`src/rtl/alu32_iter_shifter.sv`:
```
// rtl/alu32_iter_shifter.sv - one-bit-per-cycle shifter: loadable accumulator plus down-counter
module alu32_iter_shifter #(
    parameter int WIDTH = 32,
    parameter int SH_W  = 5
) (
    input  logic             clk,
    input  logic             rst_n,
    input  logic             load,
    input  logic             step,
    input  logic             dir_left,
    input  logic [WIDTH-1:0] load_data,
    input  logic [SH_W-1:0]  load_amt,
    output logic [WIDTH-1:0] acc,
    output logic             done
);

    logic [SH_W-1:0] cnt;

    always_ff @(posedge clk) begin
        if (!rst_n) begin
            acc <= '0;
            cnt <= '0;
        end else if (load) begin
            acc <= load_data;
            cnt <= load_amt;
        end else if (step) begin
            acc <= dir_left ? {acc[WIDTH-2:0], 1'b0} : {acc[WIDTH-1], acc[WIDTH-1:1]};
            cnt <= cnt - SH_W'(1);
        end
    end

    // High during the final step, so the owner can leave its shift state on that edge.
    assign done = (cnt == SH_W'(1));

endmodule

```
`config.mk`:
```
export PLATFORM = sky130hd
export DESIGN_NAME = alu32_iter_shifter
export DESIGN_NICKNAME = d
export VERILOG_FILES = /design/src/rtl/alu32_iter_shifter.sv
export SDC_FILE = /design/constraint.sdc
export NUM_CORES = 1
export LEC_CHECK = 0
export ABC_AREA = 1
export CORE_ASPECT_RATIO = 0.8
export CORE_MARGIN = 2
export CORE_UTILIZATION = 34
export DETAILED_ROUTE_END_ITERATION = 7
export SYNTH_ARGS = -nofsm -noshare
export SYNTH_HDL_FRONTEND = slang
export SYNTH_SLANG_ARGS = --single-unit
export TNS_END_PERCENT = 50
```
`constraint.sdc`:
```
create_clock -name clk -period 1.3 [get_ports clk]
set_input_delay 0.39 -clock clk [delete_from_list [all_inputs] [get_ports clk]]
set_output_delay 0.39 -clock clk [all_outputs]
set_load 0.05 [all_outputs]
```
==> run_results.csv, run 1 <==
group,metric,value,unit
status,status,"finished, violations left",
status,violations,"negative setup slack",
min_path,holdCritPathClass,"register to register",
finish,utilization,60.5,%
clock_network,ctsResizeCount,19,
worst_setup_path,r2r_start,"cnt[1]",
finish,nClkBuffers,8,
synth,dominantRegCellSynth,"dfxtp_1",
worst_setup_path,r2r-end,"cnt[1]",
finish,largest_reg_flops,32,
power,p_sw,1.04,mW
placement,dpl_cell_area,3160,sq um
timing,setup_ws,-0.198,ns
global_route,grtUsageMet3,4.26,%
timing,setup_violations,1,
die,fp.dieW,88.2,um
routing,ant_nets,0,
synth,top_cells_by_count,"38 x nand2_1, 37 x dfxtp_1, 36 x nor2_1, 31 x a21oi_1, 28 x a22oi_1",
die,io_pins,75,
synth,synthXorXnorAreaFrac,0.454,%
finish,nFlopsAndLatches,37,
power,seqPwrFrac,42.1,%
global_route,grt.met2_usage,31.7,%
power,clkPwrFrac,24.6,%
min_path,min_path_cells,2,
timing,period_needed,1.50,ns
timing,finalHoldViolCount,0,
clock_network,cts_tree,"built",
worst_setup_path,cp_cell_sequence,"inv_2 -> ha_4 -> nand2_4 -> nor2_4 -> buf_12",
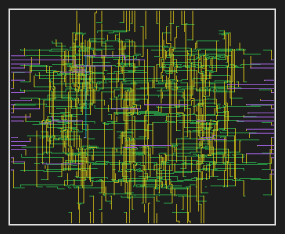
*Wiring by layer, run 1*
(3 px per um)
met2 -> yellow  # wire length 2760 um
met3 -> purple  # wire length 375 um
met1 -> green  # wire length 2730 um
met4 -> cyan  # wire length 27.2 um
final wirelength: 5890 um
GR Util All Layers: 19.2%
drt wl/cell: 13.8 um
via count: 2120

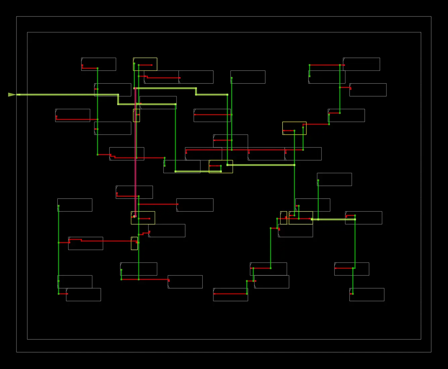
*The clock network, run 1*
Sink Count: 37
Final Skew: 0.00240 ns

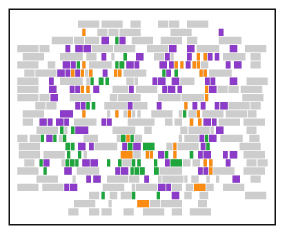
*Selected gate families, run 1*
(3 px per um)
NOR gates -> orange  # cells 37
NAND gates -> green  # cells 48
inverting AOI/OAI gates -> purple  # cells 97
logic share of the area: 30.8%
Layout Cells excl Fill: 425
Top cell excl fill/tap: clkdlybuf4s50_1

==> run 2: changes to the inputs <==
Settings changed: CORE_UTILIZATION 34 to 44, PLACE_DENSITY set to 0.81.
Clock period 1.3 ns to 1.45 ns, I/O delays scaled along.
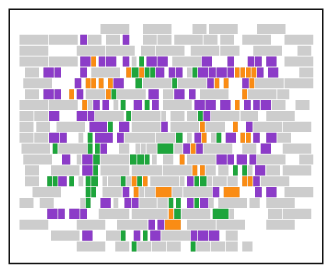
*Selected gate families, run 2*
(4 px per um)
NAND gates -> green  # cells 48
inverting AOI/OAI gates -> purple  # cells 97, where all over the die
NOR gates -> orange  # cells 37
logic share of the area: 31.4%
Layout Cells excl Fill: 399

==> run 2 against run 1 <==
The run still ends with negative setup slack left. Combinational power decreased by about 10%. First-iteration DRC count grew to 2.6 times the previous value. Sequential share of layout area barely moved. Cell area fell by 2.3%. Synthesized cell count is the same. Non-clock buffer count fell by 5. Power down 11%. Critical path depth stayed put. Sequential power down about 10%. Count of clock-buffer cells in the layout stayed put. Area after synthesis unchanged. Largest cell class unchanged.
==> run_results.csv, run 2 <==
group,metric,value,unit
worst_setup_path,crit_buf_inv,2,
placement,place_ws,-0.336,ns
worst_setup_path,cp_cell_sequence,"inv_2 -> ha_4 -> nand2_4 -> nor2_4 -> buf_12",
power,clkPwrFrac,24.5,%
global_route,grt_util_all_layers,25.5,%
status,violations,"negative setup slack",
synth,avgSynthCellArea,7.36,sq um
worst_setup_path,r2r_start,"cnt[1]",
finish,lay_top_count,"clkdlybuf4s50_1",
routing,ant_nets,0,
min_path,holdCritPathClass,"register to register",
routing,wl_met2,2930,um
synth,ys_cells,262,
synth,synthXorXnorAreaFrac,0.454,%
status,status,"finished, violations left",
finish,layout_top_cells,"38 x clkdlybuf4s50_1, 37 x nand2_1, 36 x buf_12",
placement,dp.cells,388,
clock_network,root_buffer,"clkbuf_8",
min_path,min_path_cells,2,
timing,skew,0.00767,ns
timing,period_needed,1.56,ns
power,seqPwrFrac,42.3,%
routing,wl_per_cell,15.3,um
synth,synth_cell_types,23,
routing,viasPerCell,5.52,
timing,finalHoldViolCount,0,
finish,nFlopsAndLatches,37,
placement,dpl_cell_area,3070,sq um
power,p_clk,694,uW
die,num_rows,21,
min_path,min_from,"acc[0]",
timing,setup_violations,1,
power,p_sw,942,uW
power,switching_share,33.2,%
global_route,grt.met2_usage,41.4,%
timing,setup_ws,-0.111,ns
die,fp.dieW,78.0,um
finish,utilization,76.9,%
clock_network,ctsResizeCount,14,
synth,dominantRegCellSynth,"dfxtp_1",
clock_network,clock-sinks,37,
clock_network,cts_tree,"built",
run,tool_warnings,29,
finish,largest_reg_flops,32,
die,io_pins,75,
placement,place_congestion,0.883,
timing,worst_slew_pin_slew,0.278,ns
finish,nClkBuffers,8,
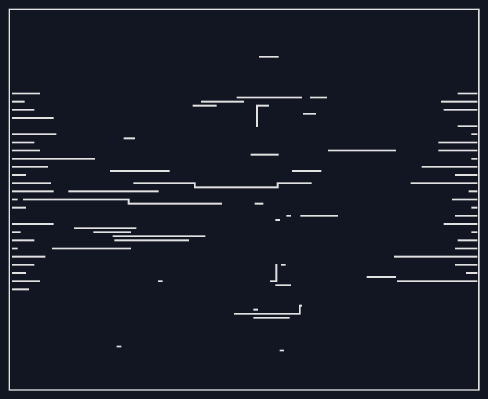
*Met3 routing, run 2*
(6 px per um)
wire length on this layer = 443 um
longest straight run = 17.5 um
main direction = horizontal
via count: 2204
met3 global-route usage: 6.59%
final wirelength: 6100 um

No activity file was given, so power comes from the tool's default toggle rates.
